### Signal wires by layer

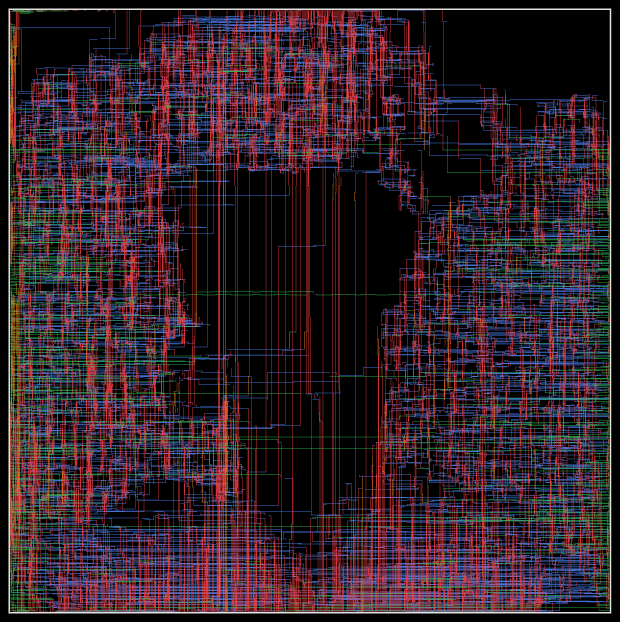
### The metal 2 layer

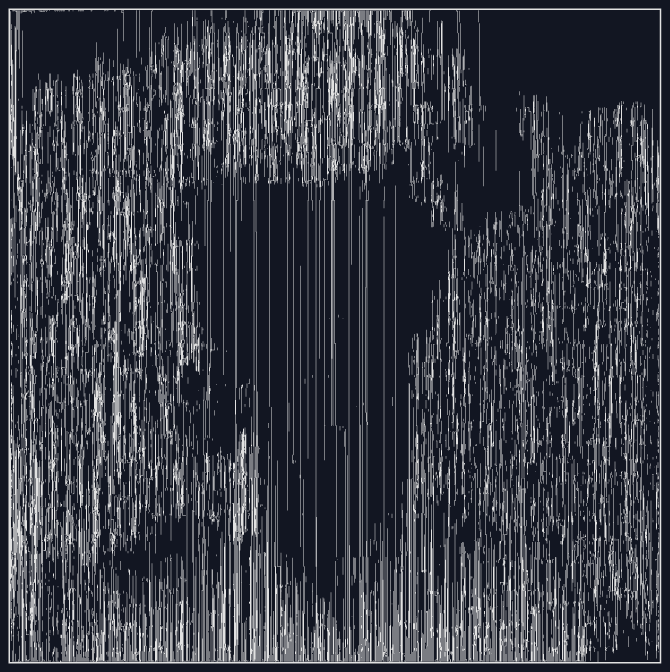
### Routing congestion map

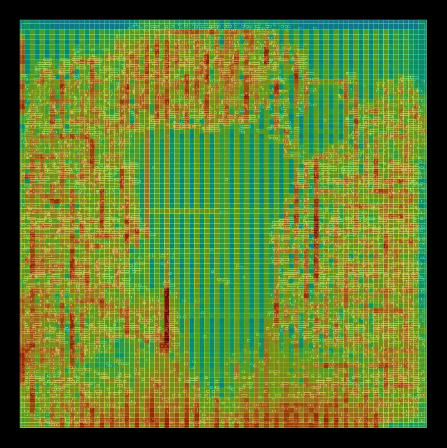
[src/rtl/aes_sched_pack.sv]
// Shared types for the AES-CTR channel scheduler.
// State encoding, block and key/sync bundle types, arbiter helper.
package aes_sched_pack;

  typedef logic [127:0] block_t;

  typedef enum logic [1:0] {
    IDLE,
    LOAD,
    STREAM
  } state_t;

  typedef struct packed {
    block_t key;
    block_t sync;
  } ks_t;

  // Channel index `off` places after `base`, wrapping at n.
  function automatic int rr_idx(int base, int off, int n);
    int s;
    s = base + off;
    return (s >= n) ? s - n : s;
  endfunction

endpackage

[src/rtl/aes_ctr_channel_scheduler_if.sv]
// Handshake bundles used by the scheduler ports.
// Avalon-ST style stream and a plain data/valid/ready channel.
interface avalon_st_if #(
  parameter int W = 128
);
  logic         valid;
  logic         ready;
  logic         sop;
  logic         eop;
  logic [W-1:0] data;

  modport master (
    output valid, data, sop, eop,
    input  ready
  );

  modport slave (
    input  valid, data, sop, eop,
    output ready
  );
endinterface

interface dvr_if #(
  parameter int W = 256
);
  logic         valid;
  logic         ready;
  logic [W-1:0] data;

  modport master (
    output valid, data,
    input  ready
  );

  modport slave (
    input  valid, data,
    output ready
  );
endinterface

[src/rtl/aes_tag_fifo.sv]
// Small synchronous FIFO holding channel tags of packets in flight.
// Push and pop may coincide when full or empty.
module aes_tag_fifo #(
  parameter int W     = 2,
  parameter int DEPTH = 4
) (
  input  logic         clk,
  input  logic         rst,
  input  logic         push,
  input  logic [W-1:0] din,
  input  logic         pop,
  output logic [W-1:0] dout,
  output logic         full,
  output logic         empty
);

  localparam int AW = $clog2(DEPTH);

  logic [W-1:0]  mem [DEPTH];
  logic [AW-1:0] wp;
  logic [AW-1:0] rp;
  logic [AW:0]   cnt;
  logic          do_push;
  logic          do_pop;

  assign full    = (cnt == (AW+1)'(DEPTH));
  assign empty   = (cnt == '0);
  assign do_pop  = pop && !empty;
  assign do_push = push && (!full || do_pop);
  assign dout    = mem[rp];

  // Storage, pointers and occupancy.
  always_ff @(posedge clk) begin
    if (rst) begin
      wp  <= '0;
      rp  <= '0;
      cnt <= '0;
      for (int i = 0; i < DEPTH; i++) begin
        mem[i] <= '0;
      end
    end else begin
      if (do_push) begin
        mem[wp] <= din;
        wp      <= wp + AW'(1);
      end
      if (do_pop) begin
        rp <= rp + AW'(1);
      end
      cnt <= cnt + (AW+1)'(do_push)
                 - (AW+1)'(do_pop);
    end
  end

endmodule

[src/rtl/aes_ctr_channel_scheduler.sv]
// Time-shares one AES-CTR engine between N_CH channels.
// Round-robin per packet, per-channel key/sync, tagged return path.
module aes_ctr_channel_scheduler
  import aes_sched_pack::*;
#(
  parameter  int N_CH      = 4,
  parameter  int TAG_DEPTH = 4,
  localparam int CW        = $clog2(N_CH)
) (
  input  logic                   clk,
  input  logic                   rst,
  input  logic                   cfg_vld,
  input  logic [CW-1:0]          cfg_ch,
  input  logic [127:0]           cfg_key,
  input  logic [127:0]           cfg_sync,
  output logic                   cfg_rdy,
  input  logic [N_CH-1:0]        ch_valid,
  input  logic [N_CH-1:0][127:0] ch_data,
  input  logic [N_CH-1:0]        ch_sop,
  input  logic [N_CH-1:0]        ch_eop,
  output logic [N_CH-1:0]        ch_ready,
  avalon_st_if.master            aes_in_st,
  dvr_if.master                  aes_ks,
  input  logic                   aes_ks_req,
  avalon_st_if.slave             aes_out_st,
  avalon_st_if.master            out_st,
  output logic [CW-1:0]          out_ch,
  output logic                   sync_wrap_irq,
  output logic [CW-1:0]          wrap_ch
);

  state_t          state;
  logic [CW-1:0]   gnt;
  logic [CW-1:0]   ptr;
  logic [CW-1:0]   pick;
  logic [CW-1:0]   idx;
  logic            found;
  logic            ks_vld;
  block_t          key_q  [N_CH];
  block_t          sync_q [N_CH];
  logic [N_CH-1:0] ctx_ok;
  logic [N_CH-1:0] elig;
  logic            fifo_full;
  logic            fifo_empty;
  logic            in_fire;
  logic            ks_fire;
  logic            cfg_fire;
  logic            tag_pop;
  logic            irq;
  logic [CW-1:0]   wrap_q;
  ks_t             ks;

  // The engine reloads only at packet boundaries, driven by LOAD;
  // its mid-packet requests carry no extra information here.
  logic unused;
  assign unused = aes_ks_req;

  assign elig     = ctx_ok & ch_valid & ch_sop
                  & {N_CH{!fifo_full}};
  assign cfg_rdy  = !((state != IDLE) && (cfg_ch == gnt));
  assign cfg_fire = cfg_vld && cfg_rdy
                  && (int'(cfg_ch) < N_CH);
  assign ks_fire  = ks_vld && aes_ks.ready;
  assign in_fire  = aes_in_st.valid && aes_in_st.ready;

  assign ks.key      = key_q[gnt];
  assign ks.sync     = sync_q[gnt];
  assign aes_ks.valid = ks_vld;
  assign aes_ks.data  = ks;

  assign aes_in_st.valid = (state == STREAM) && ch_valid[gnt];
  assign aes_in_st.data  = ch_data[gnt];
  assign aes_in_st.sop   = ch_sop[gnt];
  assign aes_in_st.eop   = ch_eop[gnt];

  assign out_st.valid     = aes_out_st.valid;
  assign out_st.data      = aes_out_st.data;
  assign out_st.sop       = aes_out_st.sop;
  assign out_st.eop       = aes_out_st.eop;
  assign aes_out_st.ready = out_st.ready;
  assign tag_pop = out_st.valid && out_st.ready
                && out_st.eop;

  assign sync_wrap_irq = irq;
  assign wrap_ch       = wrap_q;

  // Only the granted channel sees backpressure during STREAM.
  always_comb begin
    ch_ready = '0;
    if (state == STREAM) begin
      ch_ready[gnt] = aes_in_st.ready;
    end
  end

  // Round-robin pick starting at ptr.
  always_comb begin
    pick  = '0;
    idx   = '0;
    found = 1'b0;
    for (int i = 0; i < N_CH; i++) begin
      idx = CW'(rr_idx(int'(ptr), i, N_CH));
      if (!found && elig[idx]) begin
        found = 1'b1;
        pick  = idx;
      end
    end
  end

  // Packet-level FSM: arbitrate, load context, stream.
  always_ff @(posedge clk) begin
    if (rst) begin
      state  <= IDLE;
      gnt    <= '0;
      ptr    <= '0;
      ks_vld <= 1'b0;
    end else begin
      unique case (state)
        IDLE: begin
          if (found) begin
            gnt    <= pick;
            ptr    <= CW'(rr_idx(int'(pick), 1, N_CH));
            ks_vld <= 1'b1;
            state  <= LOAD;
          end
        end
        LOAD: begin
          if (aes_ks.ready) begin
            ks_vld <= 1'b0;
            state  <= STREAM;
          end
        end
        STREAM: begin
          if (in_fire && ch_eop[gnt]) begin
            state <= IDLE;
          end
        end
        default: state <= IDLE;
      endcase
    end
  end

  // Context file: cfg writes and sync advance per accepted beat.
  always_ff @(posedge clk) begin
    if (rst) begin
      ctx_ok <= '0;
      irq    <= 1'b0;
      wrap_q <= '0;
      for (int i = 0; i < N_CH; i++) begin
        key_q[i]  <= '0;
        sync_q[i] <= '0;
      end
    end else begin
      irq <= 1'b0;
      if (cfg_fire) begin
        key_q[cfg_ch]  <= cfg_key;
        sync_q[cfg_ch] <= cfg_sync;
        ctx_ok[cfg_ch] <= 1'b1;
      end
      if (in_fire) begin
        sync_q[gnt] <= sync_q[gnt] + block_t'(1);
        if (&sync_q[gnt]) begin
          ctx_ok[gnt] <= 1'b0;
          irq         <= 1'b1;
          wrap_q      <= gnt;
        end
      end
    end
  end

  aes_tag_fifo #(
    .W     (CW),
    .DEPTH (TAG_DEPTH)
  ) u_tag_fifo (
    .clk   (clk),
    .rst   (rst),
    .push  (ks_fire),
    .din   (gnt),
    .pop   (tag_pop),
    .dout  (out_ch),
    .full  (fifo_full),
    .empty (fifo_empty)
  );

endmodule

[src/flat_wrapper.sv]
// flat-port wrapper written by rule: the top's interface ports become plain ports
module aes_ctr_channel_scheduler_flat import aes_sched_pack::*;
#(
  parameter  int N_CH      = 4,
  parameter  int TAG_DEPTH = 4,
  localparam int CW        = $clog2(N_CH)
)
  (clk, rst, cfg_vld, cfg_ch, cfg_key, cfg_sync, cfg_rdy, ch_valid, ch_data, ch_sop, ch_eop, ch_ready, aes_ks_req, out_ch, sync_wrap_irq, wrap_ch, aes_in_st_valid, aes_in_st_data, aes_in_st_sop, aes_in_st_eop, aes_in_st_ready, aes_ks_valid, aes_ks_data, aes_ks_ready, aes_out_st_valid, aes_out_st_data, aes_out_st_sop, aes_out_st_eop, aes_out_st_ready, out_st_valid, out_st_data, out_st_sop, out_st_eop, out_st_ready);
  avalon_st_if #(.W(128)) aes_in_st_i ();
  dvr_if #(.W(256)) aes_ks_i ();
  avalon_st_if #(.W(128)) aes_out_st_i ();
  avalon_st_if #(.W(128)) out_st_i ();
  input  logic clk;
  input  logic rst;
  input  logic cfg_vld;
  input  logic [CW-1:0] cfg_ch;
  input  logic [127:0] cfg_key;
  input  logic [127:0] cfg_sync;
  output logic cfg_rdy;
  input  logic [N_CH-1:0] ch_valid;
  input  logic [N_CH-1:0][127:0] ch_data;
  input  logic [N_CH-1:0] ch_sop;
  input  logic [N_CH-1:0] ch_eop;
  output logic [N_CH-1:0] ch_ready;
  input  logic aes_ks_req;
  output logic [CW-1:0] out_ch;
  output logic sync_wrap_irq;
  output logic [CW-1:0] wrap_ch;
  output wire logic [$bits(aes_in_st_i.valid)-1:0] aes_in_st_valid;
  output wire logic [$bits(aes_in_st_i.data)-1:0] aes_in_st_data;
  output wire logic [$bits(aes_in_st_i.sop)-1:0] aes_in_st_sop;
  output wire logic [$bits(aes_in_st_i.eop)-1:0] aes_in_st_eop;
  input wire logic [$bits(aes_in_st_i.ready)-1:0] aes_in_st_ready;
  output wire logic [$bits(aes_ks_i.valid)-1:0] aes_ks_valid;
  output wire logic [$bits(aes_ks_i.data)-1:0] aes_ks_data;
  input wire logic [$bits(aes_ks_i.ready)-1:0] aes_ks_ready;
  input wire logic [$bits(aes_out_st_i.valid)-1:0] aes_out_st_valid;
  input wire logic [$bits(aes_out_st_i.data)-1:0] aes_out_st_data;
  input wire logic [$bits(aes_out_st_i.sop)-1:0] aes_out_st_sop;
  input wire logic [$bits(aes_out_st_i.eop)-1:0] aes_out_st_eop;
  output wire logic [$bits(aes_out_st_i.ready)-1:0] aes_out_st_ready;
  output wire logic [$bits(out_st_i.valid)-1:0] out_st_valid;
  output wire logic [$bits(out_st_i.data)-1:0] out_st_data;
  output wire logic [$bits(out_st_i.sop)-1:0] out_st_sop;
  output wire logic [$bits(out_st_i.eop)-1:0] out_st_eop;
  input wire logic [$bits(out_st_i.ready)-1:0] out_st_ready;
  assign aes_in_st_valid = aes_in_st_i.valid;
  assign aes_in_st_data = aes_in_st_i.data;
  assign aes_in_st_sop = aes_in_st_i.sop;
  assign aes_in_st_eop = aes_in_st_i.eop;
  assign aes_in_st_i.ready = aes_in_st_ready;
  assign aes_ks_valid = aes_ks_i.valid;
  assign aes_ks_data = aes_ks_i.data;
  assign aes_ks_i.ready = aes_ks_ready;
  assign aes_out_st_i.valid = aes_out_st_valid;
  assign aes_out_st_i.data = aes_out_st_data;
  assign aes_out_st_i.sop = aes_out_st_sop;
  assign aes_out_st_i.eop = aes_out_st_eop;
  assign aes_out_st_ready = aes_out_st_i.ready;
  assign out_st_valid = out_st_i.valid;
  assign out_st_data = out_st_i.data;
  assign out_st_sop = out_st_i.sop;
  assign out_st_eop = out_st_i.eop;
  assign out_st_i.ready = out_st_ready;
  aes_ctr_channel_scheduler #(.N_CH(N_CH), .TAG_DEPTH(TAG_DEPTH)) u_core (.clk(clk), .rst(rst), .cfg_vld(cfg_vld), .cfg_ch(cfg_ch), .cfg_key(cfg_key), .cfg_sync(cfg_sync), .cfg_rdy(cfg_rdy), .ch_valid(ch_valid), .ch_data(ch_data), .ch_sop(ch_sop), .ch_eop(ch_eop), .ch_ready(ch_ready), .aes_in_st(aes_in_st_i), .aes_ks(aes_ks_i), .aes_ks_req(aes_ks_req), .aes_out_st(aes_out_st_i), .out_st(out_st_i), .out_ch(out_ch), .sync_wrap_irq(sync_wrap_irq), .wrap_ch(wrap_ch));
endmodule
[config.mk]
export PLATFORM = sky130hd
export DESIGN_NAME = aes_ctr_channel_scheduler_flat
export DESIGN_NICKNAME = d
export VERILOG_FILES = /design/src/rtl/aes_sched_pack.sv /design/src/rtl/aes_ctr_channel_scheduler_if.sv /design/src/rtl/aes_tag_fifo.sv /design/src/rtl/aes_ctr_channel_scheduler.sv /design/src/flat_wrapper.sv
export SDC_FILE = /design/constraint.sdc
export NUM_CORES = 2
export LEC_CHECK = 0
export ABC_AREA = 0
export CAP_MARGIN = 10
export CORE_AREA = 2 2 561 563
export DETAILED_ROUTE_END_ITERATION = 6
export DIE_AREA = 0 0 563 565
export HOLD_SLACK_MARGIN = 0.03
export MAX_ROUTING_LAYER = met4
export PLACE_DENSITY_LB_ADDON = 0.12
export SLEW_MARGIN = 0
export SYNTH_ARGS = -nofsm -noshare
export SYNTH_HDL_FRONTEND = slang
export SYNTH_SLANG_ARGS = --single-unit
[constraint.sdc]
create_clock -name clk -period 12.8 [get_ports clk]
set_clock_uncertainty 0.1 [all_clocks]
set_input_delay 3.2 -clock clk [delete_from_list [all_inputs] [get_ports clk]]
set_output_delay 3.2 -clock clk [all_outputs]
set_load 0.005 [all_outputs]
==> results.yml <==
# implementation run metrics
routing:
  detailroute.wirelength.met3_mm: 28.9
  drc: 0
  post_route_m1_wl_mm: 135
pwr:
  pwr.group.combinational_mw: 1.50
  pwr-share-seq_pct: 43.6
  power.density_cell_area_mw_per_mm2: 127
  clkPwrFrac_pct: 40.4
synth:
  syn-mean-instance-area_um2: 12.9
  yosys.area.top_type: "sky130_fd_sc_hd__edfxtp_1"
  mappedNetlistArea_mm2: 0.0536
  synth_largest_type_area_fraction_pct: 57.8
  top_cells_by_count: "sky130_fd_sc_hd__edfxtp_1 (1,032), sky130_fd_sc_hd__nand2_1 (714), sky130_fd_sc_hd__nor2_1 (468)"
  ys.flop_type: "sky130_fd_sc_hd__edfxtp_1"
  yosys-stat-cells: 4160
  yosys.area_share.adder_pct: 0.107
  synth_compound_gate_area_share_pct: 5.18
  main_area_contributors_after_synthesis: "sky130_fd_sc_hd__edfxtp_1 (58%), sky130_fd_sc_hd__mux4_2 (16%), sky130_fd_sc_hd__nand2_1 (5.0%)"
  yosys.cell_count.top_type: "sky130_fd_sc_hd__edfxtp_1"
finish:
  numSequentialCells: 1057
  layout.non_clock_inverters: 168
  n_antenna_cell: 153
  lay_top_cells: "sky130_fd_sc_hd__clkdlybuf4s50_1 (1,189), sky130_fd_sc_hd__edfxtp_1 (1,032), sky130_fd_sc_hd__nand2_1 (711), sky130_fd_sc_hd__nor2_1 (464), sky130_fd_sc_hd__o21ai_0 (459)"
  num-nets-final: 6082
run:
  max_cap_violations: 0
sta:
  max_freq_mhz: 117
  final.hold.worst_slack_ns: 0.385
  setup_viol: 0
  setup_slack_ns: 4.24
  final_hold_fails: 0
clock_tree:
  cts-root-to-sink-buffers: 4
  clock_latency_ns: 0.80
  tritoncts: "built"
  clock-sinks: 1057
setup_path:
  cp.depth: 3
  regToRegSetupSlack_ns: 6.33
  cp-end-kind: "output pin"
  critical_path_peak_fanout: 1
  startpoint: "ch_data[451]"
  critPathCapture: "aes_in_st_data[67]"
floorplan:
  die-area_mm2: 0.318
  io_pins: 1450
global_route:
  gr-total-overflow: 0
  grt_antenna_before_repair: 200
min_path:
  min-delay-start: "u_core.wrap_ch[1]"
outcome:
  status: "finished clean"
placed_design:
  dp_cells: 9152
  placedInstanceArea_mm2: 0.0692
About 'Signal wires by layer':
- metal 2: red (wire length 141 mm)
- metal 3: green (wire length 28.9 mm)
- metal 1: blue (wire length 135 mm)
- metal 4: orange (wire length 6,770 um)
total via count after detailed routing: 40,216
global router's overall resource usage: 19.5%
final routed wire length divided by cell count: 32.6 um
aggregate routed wire length: 311 mm

About 'The metal 2 layer':
- main direction: vertical
- share of all routed wire: 45%
- wire length on this layer: 141 mm
fraction of met2 tracks used by global routing: 29.8%

About 'Routing congestion map':
Final Core Density: 23.7%
layer carrying the most global-route usage: met2
met3 GRT Util: 6.66%
met1 track demand over resource: 24.9%

No activity file was given, so power comes from the tool's default toggle rates.
